**config.mk**
```make
export PLATFORM = sky130hd
export DESIGN_NAME = axis_flit_packetizer_flat
export DESIGN_NICKNAME = d
export VERILOG_FILES = /design/src/rtl/axis_flit_if.sv /design/src/rtl/axis_flit_packetizer.sv /design/src/flat_wrapper.sv
export SDC_FILE = /design/constraint.sdc
export NUM_CORES = 1
export LEC_CHECK = 0
export ABC_CLOCK_PERIOD_IN_PS = 2590
export CAP_MARGIN = 10
export CORE_MARGIN = 1
export CORE_UTILIZATION = 35
export CTS_CLUSTER_DIAMETER = 40
export DETAILED_ROUTE_END_ITERATION = 10
export REMOVE_ABC_BUFFERS = 1
export SYNTH_ARGS = -nofsm -noshare
export SYNTH_HDL_FRONTEND = slang
export SYNTH_SLANG_ARGS = --single-unit
```
**constraint.sdc**
```tcl
create_clock -name clk_noc -period 2.59 [get_ports clk_noc]
set_clock_uncertainty 0.1 [all_clocks]
set_input_delay 0.518 -clock clk_noc [delete_from_list [all_inputs] [get_ports clk_noc]]
set_output_delay 0.518 -clock clk_noc [all_outputs]
set_load 0.01 [all_outputs]
```
**src/rtl/axis_flit_if.sv**
```systemverilog
// AXI-Stream beat interface feeding the flit packetizer.
// A beat transfers on a rising clock edge where tvalid && tready; the source holds
// tvalid and all payload fields stable until that edge, and tready never depends on tvalid.
interface axis_flit_if #(
  parameter int TDATA_WIDTH = 256,
  parameter int TDEST_WIDTH = 4,
  parameter int TID_WIDTH   = 2
);
  logic                   tvalid;
  logic                   tready;
  logic [TDATA_WIDTH-1:0] tdata;
  logic                   tlast;
  logic [TID_WIDTH-1:0]   tid;
  logic [TDEST_WIDTH-1:0] tdest;

  modport master (
    output tvalid, tdata, tlast, tid, tdest,
    input  tready
  );

  modport slave (
    input  tvalid, tdata, tlast, tid, tdest,
    output tready
  );
endinterface

```
**src/rtl/axis_flit_packetizer.sv**
```systemverilog
// Splits each AXIS beat into SERIALIZATION_FACTOR flits (LSB slice first) and issues
// them to a router port under credit-based flow control.
module axis_flit_packetizer #(
  parameter int TDATA_WIDTH          = 256,
  parameter int TDEST_WIDTH          = 4,
  parameter int TID_WIDTH            = 2,
  parameter int SERIALIZATION_FACTOR = 4,
  parameter int FLIT_BUFFER_DEPTH    = 2,
  localparam int FLIT_WIDTH   = TDATA_WIDTH / SERIALIZATION_FACTOR,
  localparam int DEST_WIDTH   = TDEST_WIDTH + TID_WIDTH,
  localparam int CREDIT_WIDTH = $clog2(FLIT_BUFFER_DEPTH + 1)
) (
  input  logic                    clk_noc,
  input  logic                    rst_n,
  axis_flit_if.slave              axis_in,
  output logic [FLIT_WIDTH-1:0]   data_out,
  output logic [DEST_WIDTH-1:0]   dest_out,
  output logic                    is_tail_out,
  output logic                    send_out,
  input  logic                    credit_in,
  output logic [CREDIT_WIDTH-1:0] credit_count,
  output logic                    credit_err
);

  localparam int IDX_WIDTH = (SERIALIZATION_FACTOR > 1) ? $clog2(SERIALIZATION_FACTOR) : 1;
  localparam logic [IDX_WIDTH-1:0]    IDX_LAST   = IDX_WIDTH'(SERIALIZATION_FACTOR - 1);
  localparam logic [CREDIT_WIDTH-1:0] CREDIT_MAX = CREDIT_WIDTH'(FLIT_BUFFER_DEPTH);

  logic                   hold_valid;
  logic                   hold_last;
  logic [TDATA_WIDTH-1:0] hold_data;
  logic [DEST_WIDTH-1:0]  hold_dest;
  logic [IDX_WIDTH-1:0]   idx;

  logic                  fire;
  logic                  last_flit;
  logic                  accept;
  logic [FLIT_WIDTH-1:0] flit_sel;

  assign fire      = hold_valid && (credit_count != '0);
  assign last_flit = (idx == IDX_LAST);
  // Refill on the same edge as the final flit so consecutive beats leave no bubble.
  assign axis_in.tready = !hold_valid || (fire && last_flit);
  assign accept    = axis_in.tvalid && axis_in.tready;
  assign flit_sel  = hold_data[idx*FLIT_WIDTH +: FLIT_WIDTH];

  always_ff @(posedge clk_noc or negedge rst_n) begin
    if (!rst_n) begin
      hold_valid <= 1'b0;
      hold_last  <= 1'b0;
      hold_data  <= '0;
      hold_dest  <= '0;
    end else if (accept) begin
      hold_valid <= 1'b1;
      hold_last  <= axis_in.tlast;
      hold_data  <= axis_in.tdata;
      hold_dest  <= {axis_in.tid, axis_in.tdest};
    end else if (fire && last_flit) begin
      hold_valid <= 1'b0;
    end
  end

  always_ff @(posedge clk_noc or negedge rst_n) begin
    if (!rst_n) begin
      idx <= '0;
    end else if (fire) begin
      idx <= last_flit ? '0 : idx + IDX_WIDTH'(1);
    end
  end

  // Flit fields hold their last value between sends; only send_out pulses.
  always_ff @(posedge clk_noc or negedge rst_n) begin
    if (!rst_n) begin
      send_out    <= 1'b0;
      data_out    <= '0;
      dest_out    <= '0;
      is_tail_out <= 1'b0;
    end else begin
      send_out <= fire;
      if (fire) begin
        data_out    <= flit_sel;
        dest_out    <= hold_dest;
        is_tail_out <= hold_last && last_flit;
      end
    end
  end

  // A returned credit at full count has no slot to refill: saturate and flag it.
  always_ff @(posedge clk_noc or negedge rst_n) begin
    if (!rst_n) begin
      credit_count <= CREDIT_MAX;
      credit_err   <= 1'b0;
    end else begin
      case ({fire, credit_in})
        2'b10: credit_count <= credit_count - CREDIT_WIDTH'(1);
        2'b01: begin
          if (credit_count == CREDIT_MAX) begin
            credit_err <= 1'b1;
          end else begin
            credit_count <= credit_count + CREDIT_WIDTH'(1);
          end
        end
        default: credit_count <= credit_count;
      endcase
    end
  end

endmodule

```
**src/flat_wrapper.sv**
```systemverilog
// flat-port wrapper written by rule: the top's interface ports become plain ports
module axis_flit_packetizer_flat 
#(
  parameter int TDATA_WIDTH          = 256,
  parameter int TDEST_WIDTH          = 4,
  parameter int TID_WIDTH            = 2,
  parameter int SERIALIZATION_FACTOR = 4,
  parameter int FLIT_BUFFER_DEPTH    = 2,
  localparam int FLIT_WIDTH   = TDATA_WIDTH / SERIALIZATION_FACTOR,
  localparam int DEST_WIDTH   = TDEST_WIDTH + TID_WIDTH,
  localparam int CREDIT_WIDTH = $clog2(FLIT_BUFFER_DEPTH + 1)
)
  (clk_noc, rst_n, data_out, dest_out, is_tail_out, send_out, credit_in, credit_count, credit_err, axis_in_tvalid, axis_in_tdata, axis_in_tlast, axis_in_tid, axis_in_tdest, axis_in_tready);
  axis_flit_if #(.TDATA_WIDTH(TDATA_WIDTH), .TDEST_WIDTH(TDEST_WIDTH), .TID_WIDTH(TID_WIDTH)) axis_in_i ();
  input  logic clk_noc;
  input  logic rst_n;
  output logic [FLIT_WIDTH-1:0] data_out;
  output logic [DEST_WIDTH-1:0] dest_out;
  output logic is_tail_out;
  output logic send_out;
  input  logic credit_in;
  output logic [CREDIT_WIDTH-1:0] credit_count;
  output logic credit_err;
  input wire logic [$bits(axis_in_i.tvalid)-1:0] axis_in_tvalid;
  input wire logic [$bits(axis_in_i.tdata)-1:0] axis_in_tdata;
  input wire logic [$bits(axis_in_i.tlast)-1:0] axis_in_tlast;
  input wire logic [$bits(axis_in_i.tid)-1:0] axis_in_tid;
  input wire logic [$bits(axis_in_i.tdest)-1:0] axis_in_tdest;
  output wire logic [$bits(axis_in_i.tready)-1:0] axis_in_tready;
  assign axis_in_i.tvalid = axis_in_tvalid;
  assign axis_in_i.tdata = axis_in_tdata;
  assign axis_in_i.tlast = axis_in_tlast;
  assign axis_in_i.tid = axis_in_tid;
  assign axis_in_i.tdest = axis_in_tdest;
  assign axis_in_tready = axis_in_i.tready;
  axis_flit_packetizer #(.TDATA_WIDTH(TDATA_WIDTH), .TDEST_WIDTH(TDEST_WIDTH), .TID_WIDTH(TID_WIDTH), .SERIALIZATION_FACTOR(SERIALIZATION_FACTOR), .FLIT_BUFFER_DEPTH(FLIT_BUFFER_DEPTH)) u_core (.clk_noc(clk_noc), .rst_n(rst_n), .axis_in(axis_in_i), .data_out(data_out), .dest_out(dest_out), .is_tail_out(is_tail_out), .send_out(send_out), .credit_in(credit_in), .credit_count(credit_count), .credit_err(credit_err));
endmodule
```
Floorplan with the power grid:
Pins as bars on the die edge. Tap cells in gray.
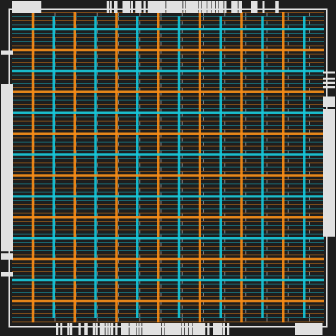
- cyan: VDD
- orange: VSS
- met4 straps: 14
- tap cells: 532
- signal pins: 343
- rows: 74

Placed cells, one color a class:
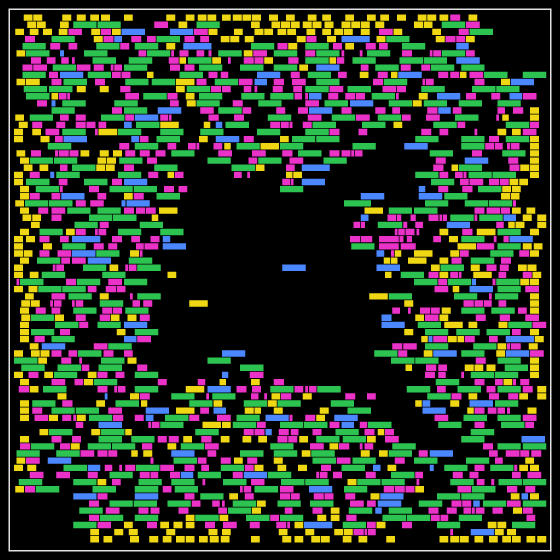
- green: sequential cells (cells 341; share of their area 43%)
- magenta: remaining logic cells (cells 552; share of their area 28%)
- yellow: remaining buffers and delay cells (cells 390; share of their area 20%)
- blue: clock drivers and dummy loads (cells 97; share of their area 9.4%)
Core Util, Final: 50.68%
flop share of the area: 41.26%
final instance area: 20690 sq um

Clock wires, drivers and flops:
The bar under the picture is 50 um long.
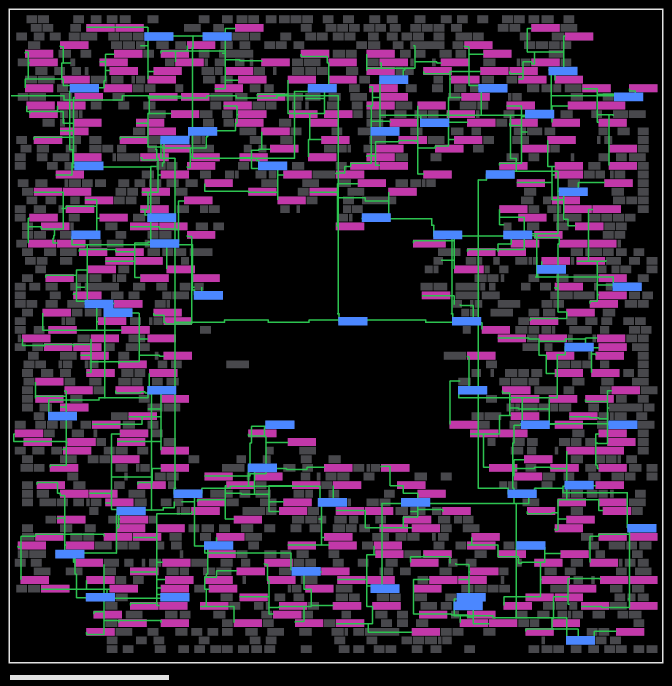
- green: clock wires (length 4990 um)
- blue: clock-net drivers (count 55)
- magenta: flip-flops (count 341)
- routed clock nets: 56
- flops lie: widely spread

Metal layers overlaid:
The bar under the picture is 50 um long.
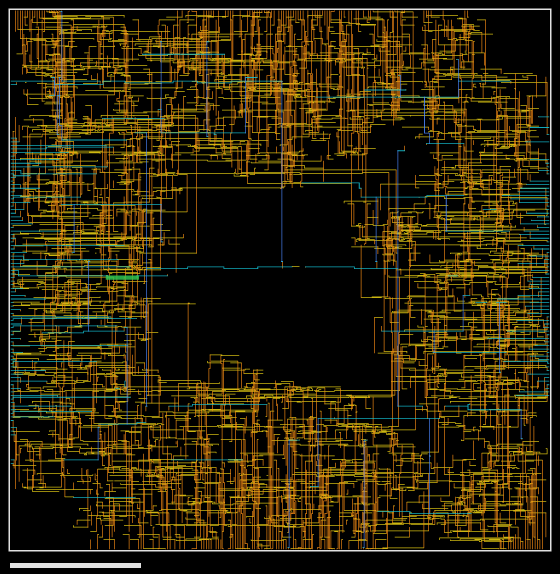
- orange: M2 (wire length 17600 um)
- green: M5 (wire length 11.0 um)
- yellow: M1 (wire length 17000 um)
- blue: M4 (wire length 827 um)
- cyan: M3 (wire length 2370 um)
via count: 9402
GRT Overall Usage: 18.08%
routed len/inst: 19.80 um
DRT Wirelength: 37.86 mm

==> notes.md <==
impl run done, here's what came out: status=complete, no violations, diode count=0, largest class=flip-flops and latches, CP max stage cell=dfstp_2, Worst EP arrival=1.90 ns, Slew @ Worst Pin=1.062 ns, core area=40830 sq um, dpl cells=1814, Main synth FF type=dfrtp_1, Cell Rows=74, largest stage delay on the critical path=0.70 ns, area share, top type=58.67%, post-synth cell types=27, depth of the CTS H-tree=2, Avg Cell Area, Syn=15.11 sq um, hold slack=0.3640 ns, global route overflow=0, area of placed instances=18800 sq um, total area of sequential cells=8538 sq um, RSZ-0062 raised after global routing=no, met3 routed WL=2.371 mm, metal2 WL=17.60 mm, count leader, synth=dfrtp_1, YS chip area=14500 sq um, fill count=3509, Post-route DRC=0, clock latency on the worst-skew pair=0.58 ns, EDFF count, synth=0, # nets final=1608, Slew HR=29.20%, Comb area share=26.98%, initial DRC count=393, Hold Buf Count CTS=1, CP top delay family=flip-flops, yosys simple share=1.933%, peak supply drop=684.3 uV, Complex Gates by Area=4.547%, die width=205.6 um, fin. max-slew vios=0, Post-DRT Antenna Nets=0, Cells after Synth=960, met3 Use GR=4.831%, Final setup viols=0, first-pass GRT wire length=58.62 mm, TritonCTS clock tree=yes, buffering overhead=19.35%, met1 Track Usage GR=24.07%, post_cts resized=1, ClkCell Share=9.129%, MUX area fraction=31.68%, number of clock buffers in the layout=67, Synth Area in Adders=0.08628%, mi-comb count=548, Clock Tree Root=clkbuf_16, top flop regs=u_core.hold_data (256), u_core.data_out (64), post-CTS setup buffer count=0, Leakage=8.821 nW, Final Critical Period=2.515 ns, top cells by count=dfrtp_1, mux2_2, mux2i_1
-- power breakdown --
part	internal (mW)	leakage (nW)	total (mW)	switching, mW
Combinational	6.03	3.83	10.5	4.46
Sequential	8.14	4.08	9.65	1.51
Clock	4.79	0.917	7.42	2.63
Total	19.0	8.82	27.6	8.60
-- worst max-delay path by stage --
stage / startpoint / depth (start not counted) / endpoint
CTS: u_core.credit_count[1] / 1 / credit_count[1]
global route: u_core.credit_count[1] / 1 / credit_count[1]
finish: u_core.credit_count[1] / 1 / credit_count[1]
global placement: axis_in_tvalid / 5 / u_core.hold_data[76]
floorplan: u_core.idx[0] / 4 / u_core.hold_data[0]
detailed placement: axis_in_tvalid / 5 / u_core.hold_data[48]
Power is estimated from default activity; no workload was simulated.
